**src/rtl/id_ex_pipe.sv**
```systemverilog
// id_ex_pipe: ID/EX pipeline register of the 5-stage MIPS core.
//
// Captures the decoded instruction bundle and passes it to EX one cycle later.
// A branch flush kills the instruction entering EX. A downstream stall holds
// every register.
//
// Optional feature, enabled by the macro ID_EX_HAZARD_DETECT_EN:
//   - load-use hazard detection
//   - one-bubble insertion
//   - a saturating bubble counter
// With the macro undefined, hazard_stall and bubble_cnt are tied to 0.
//
// Ports:
//   clk, reset_n        clock, synchronous active-low reset
//   id_valid            ID holds a real instruction
//   id_pc4              PC+4 of the ID instruction
//   id_rs_data          register-file read data (rs)
//   id_rt_data          register-file read data (rt)
//   id_imm_ext          sign-extended immediate
//   id_rs, id_rt, id_rd register numbers
//   id_ctrl             control bits:
//                         [0] reg_write   [1] mem_read  [2] mem_write
//                         [3] mem_to_reg  [4] alu_src   [5] reg_dst
//                         [6] branch      [10:7] alu_op
//   ex_stall            EX/MEM cannot accept; hold
//   flush               branch taken in EX; kill the ID instruction
//   ex_*                registered copies of the ID bundle
//   ex_dest             id_rd if reg_dst else id_rt
//   hazard_stall        combinational; upstream holds PC and IF/ID
//   bubble_cnt          saturating count of inserted bubbles
module id_ex_pipe #(
  parameter int unsigned DATA_W = 32
) (
  input  logic              clk,
  input  logic              reset_n,
  input  logic              id_valid,
  input  logic [DATA_W-1:0] id_pc4,
  input  logic [DATA_W-1:0] id_rs_data,
  input  logic [DATA_W-1:0] id_rt_data,
  input  logic [DATA_W-1:0] id_imm_ext,
  input  logic [4:0]        id_rs,
  input  logic [4:0]        id_rt,
  input  logic [4:0]        id_rd,
  input  logic [10:0]       id_ctrl,
  input  logic              ex_stall,
  input  logic              flush,
  output logic              ex_valid,
  output logic [DATA_W-1:0] ex_pc4,
  output logic [DATA_W-1:0] ex_rs_data,
  output logic [DATA_W-1:0] ex_rt_data,
  output logic [DATA_W-1:0] ex_imm,
  output logic [4:0]        ex_rs,
  output logic [4:0]        ex_rt,
  output logic [4:0]        ex_dest,
  output logic [10:0]       ex_ctrl,
  output logic              hazard_stall,
  output logic [15:0]       bubble_cnt
);

  logic              r_valid;
  logic [DATA_W-1:0] r_pc4;
  logic [DATA_W-1:0] r_rs_data;
  logic [DATA_W-1:0] r_rt_data;
  logic [DATA_W-1:0] r_imm;
  logic [4:0]        r_rs;
  logic [4:0]        r_rt;
  logic [4:0]        r_dest;
  logic [10:0]       r_ctrl;
  logic              w_hazard;

`ifdef ID_EX_HAZARD_DETECT_EN
  logic [15:0] r_bubble_cnt;

  // Load in EX whose target (never r0) feeds a source of the ID instruction.
  // A flush kills the ID instruction, so it cannot be a consumer.
  assign w_hazard = r_valid & r_ctrl[1] & (r_rt != 5'd0) & id_valid &
                    ((r_rt == id_rs) | (r_rt == id_rt)) & ~flush;

  always_ff @(posedge clk) begin
    if (!reset_n) begin
      r_bubble_cnt <= 16'd0;
    end else if (!ex_stall && w_hazard && (r_bubble_cnt != 16'hFFFF)) begin
      r_bubble_cnt <= r_bubble_cnt + 16'd1;
    end
  end

  assign bubble_cnt = r_bubble_cnt;
`else
  assign w_hazard   = 1'b0;
  assign bubble_cnt = 16'd0;
`endif

  always_ff @(posedge clk) begin
    if (!reset_n) begin
      r_valid   <= 1'b0;
      r_pc4     <= '0;
      r_rs_data <= '0;
      r_rt_data <= '0;
      r_imm     <= '0;
      r_rs      <= 5'd0;
      r_rt      <= 5'd0;
      r_dest    <= 5'd0;
      r_ctrl    <= 11'd0;
    end else if (flush) begin
      r_valid <= 1'b0;
      r_ctrl  <= 11'd0;
    end else if (ex_stall) begin
      // Hold all registers.
    end else if (w_hazard) begin
      // Bubble: fields hold; only valid and control clear.
      r_valid <= 1'b0;
      r_ctrl  <= 11'd0;
    end else begin
      r_valid   <= id_valid;
      r_pc4     <= id_pc4;
      r_rs_data <= id_rs_data;
      r_rt_data <= id_rt_data;
      r_imm     <= id_imm_ext;
      r_rs      <= id_rs;
      r_rt      <= id_rt;
      r_dest    <= id_ctrl[5] ? id_rd : id_rt;
      r_ctrl    <= id_valid ? id_ctrl : 11'd0;
    end
  end

  assign ex_valid     = r_valid;
  assign ex_pc4       = r_pc4;
  assign ex_rs_data   = r_rs_data;
  assign ex_rt_data   = r_rt_data;
  assign ex_imm       = r_imm;
  assign ex_rs        = r_rs;
  assign ex_rt        = r_rt;
  assign ex_dest      = r_dest;
  assign ex_ctrl      = r_ctrl;
  assign hazard_stall = w_hazard;

endmodule

```
**config.mk**
```make
export PLATFORM = sky130hd
export DESIGN_NAME = id_ex_pipe
export DESIGN_NICKNAME = d
export VERILOG_FILES = /design/src/rtl/id_ex_pipe.sv
export SDC_FILE = /design/constraint.sdc
export NUM_CORES = 1
export LEC_CHECK = 0
export ABC_AREA = 1
export ABC_CLOCK_PERIOD_IN_PS = 1560
export CAP_MARGIN = 20
export CORE_AREA = 2 2 128 130
export DETAILED_ROUTE_END_ITERATION = 16
export DIE_AREA = 0 0 130 132
export PLACE_DENSITY = 0.88
export SLEW_MARGIN = 20
export SYNTH_ARGS = -nofsm -noshare
export SYNTH_HDL_FRONTEND = slang
export SYNTH_SLANG_ARGS = --single-unit
```
**constraint.sdc**
```tcl
create_clock -name clk -period 1.56 [get_ports clk]
set_input_delay 0.156 -clock clk [delete_from_list [all_inputs] [get_ports clk]]
set_output_delay 0.156 -clock clk [all_outputs]
set_load 0.02 [all_outputs]
```
Figure 1. Close-up of the layout.
Region (45, 46) to (85, 86) um. Cells in grey, sequential cells in the stronger grey; small squares are vias.
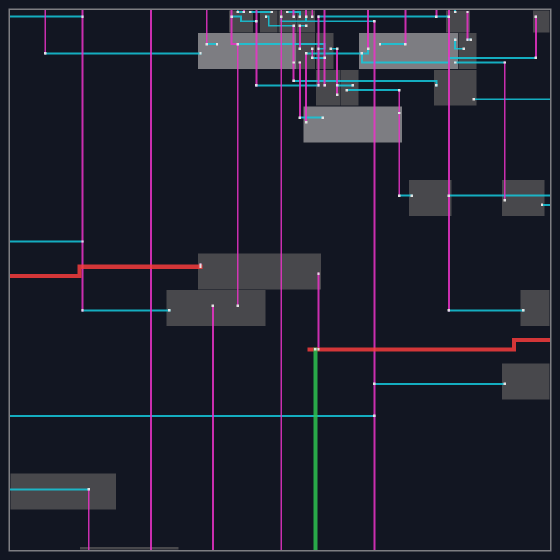
Key: red = metal 3; green = metal 4; cyan = metal 1; magenta = metal 2
Sequential cells in the window: 3. Netlist names of flops here include ex_dest (3). 19 logic cells have their middle in the window.

Figure 2. Metal 2.
Drawn at 3 px/um. Cells faint in the background.
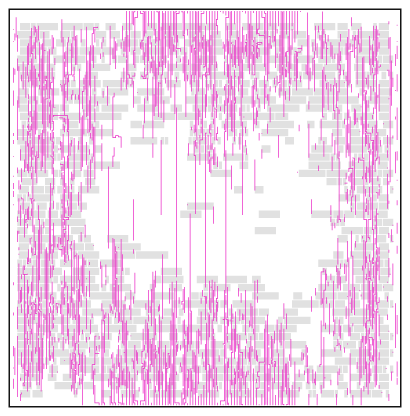
The layer holds 48% of the routed length. 967 nets have wire on it. The layer carries 9370 um of wire.

==> reports/metrics.csv <==
metric,value,unit
hp-class,in2reg,
outcome,completed,
hold_viol,0,
hpwl,13.5,mm
whs,0.163,ns
dieWidth,130,um
antenna_found_initial,0,
ios,331,
grt_pass1_wl,30.0,mm
antenna_left,0,
area_leaders,"dfxtp_1 (53%), nor3_1 (12%), nor2_1 (9.5%), o21ai_0 (8.7%), o21ai_1 (3.5%)",
min_from,reset_n,
root_buffer,clkbuf_16,
synth.distinct_cells,16,
powerDensity,1100,nW/um^2
top_cell,dfxtp_1,
endpoint,ex_rt_data[12],
track_usage,22.0,%
simple_gate_share,24.6,%
clk_latency,0.42,ns
slew_viol_final,0,
cts_max_path_buffers,2,
worstSetupEndpointType,primary output,
crit_slowest_cell,clkdlybuf4s50_1,
post-route-drc-count,0,
rows,46,
p_leak,4.57,nW
holdPathEnd,ex_rt_data[9],
max_cap_viol_count,0,
slowest_delay,0.64,ns
r2r_end,ex_ctrl[10],
avgSynthCellArea,7.91,sq um
grt_max_degree,81,
holdPathStages,3,
grt_overflow_total,0,
finalSetupTns,0,ns
ctsHtreeMaxLevel,4,
startpoint,ex_rt_data[12],
cts_tree,yes,
yosysTopAreaCell,dfxtp_1,
fin_skew,0,ns
core_area,15700,sq um
yosys-stat-cells,740,
crit_type,reg2out,
grt_pass1_vias,5923,
ys_sh_adder,0,%
final_area,9790,sq um
postSynthSeqShare,53.0,%
dieArea,17200,sq um
vias_per_cell,4.87,
wl_per_cell,15.6,um
ys_seq_elements,155,
path_buffers,1,
edf_count,0,
antennaDiodeCount,0,
peakVddDrop,0.796,mV
crit_family,buffers and inverters,
cp.depth,1,
yosysWarnings,0,
xor_area_share,0,%
drive_above_1_share,4.94,%
cp-start-kind,register,
crit_path_max_fanout,2,
cts_buffers,17,
vias,6078,
logic_family,simple AND/OR/NAND/NOR gates,
Figure 3. Pin map.
Drawn at 4 px/um. Pins as bars across the die edge, other pins in grey.
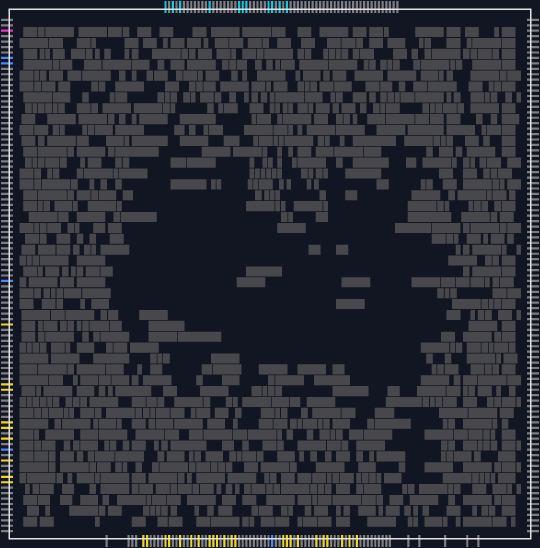
Key: magenta = clk [pins 1, direction input, edge left]; cyan = ex_ctrl [pins 11, direction output, edge top]; blue = ex_rt [pins 5, direction output, edge 4 left, 1 bottom]; yellow = ex_rt_data [pins 32, direction output, edge 23 bottom, 9 left]

Figure 4. Placed standard cells.
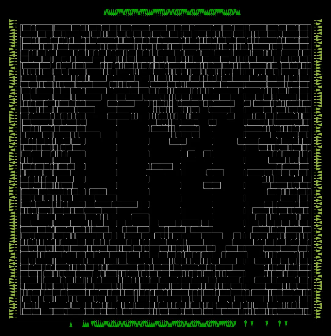
share of cell area taken by flip-flops and latches: 31.7%
Post-Layout Cell Count: 1249
Final Util: 62.3%
Well Taps: 216

[routing by layer]
layer	GRT usage [%]	part of all wire, %	wire length [um]	vias up
met2	36.7	48	9370	248
met3	7.63	9.0	1760	32
met1	25.3	41	7950	2791
li1	-	-	-	3007
met5	0	0	0	-
met4	9.50	2.3	444	0
[cell families after synthesis]
family                 count (synthesis)
other                                  1
AOI/OAI and AO/OA                    155
buffers and inverters                 97
and+or+nand+nor                      332
DFF                                  155
[per-stage QoR]
step                std cells  setup WS [ns]  total power [W]
global placement         1217          0.319          0.00629
global route             1249     0.00000611           0.0111
floorplan                 756          0.632          0.00529
finish                   1249         0.0314           0.0107
detailed placement       1217          0.257          0.00633
CTS                      1249       0.000579           0.0109
[flip-flops by register name, summed over array words and instances (netlist names)]
name	flops
ex_ctrl	11
ex_rs	5
ex_valid	1
ex_rt_data	32
ex_rs_data	32
ex_rt	5
ex_dest	5
ex_pc4	32
ex_imm	32
[cell type report]
| cell class | count | area, sq um | share of cell area (%) |
|---|---|---|---|
| timing repair buffer | 329 | 3440 | 35.1 |
| multi-input combinational | 504 | 2280 | 23.3 |
| sequential | 155 | 3100 | 31.7 |
| tap | 216 | 270 | 2.76 |
| clock inverter | 11 | 181 | 1.85 |
| inverter | 13 | 48.8 | 0.498 |
| clock buffer | 21 | 470 | 4.81 |
[where the power goes]
part	leakage, nW	internal [W]	switching (W)
combinational	2.97	0.000918	0.000953
clock	0.312	0.00284	0.00170
sequential	1.28	0.00421	0.000120
[worst reg2reg max path, cell delays in order, from the launching register on]
cell	delay (ns)
dfxtp_1	0.35
nand2_1	0.06
a21oi_1	0.20
[timing repair]
item | 4_1_cts | 5_1_grt
pin swaps | 0 | 0
setup endpoints to repair | 20 | 46
resized | 20 | 46
Power and IR drop assume default switching activity.
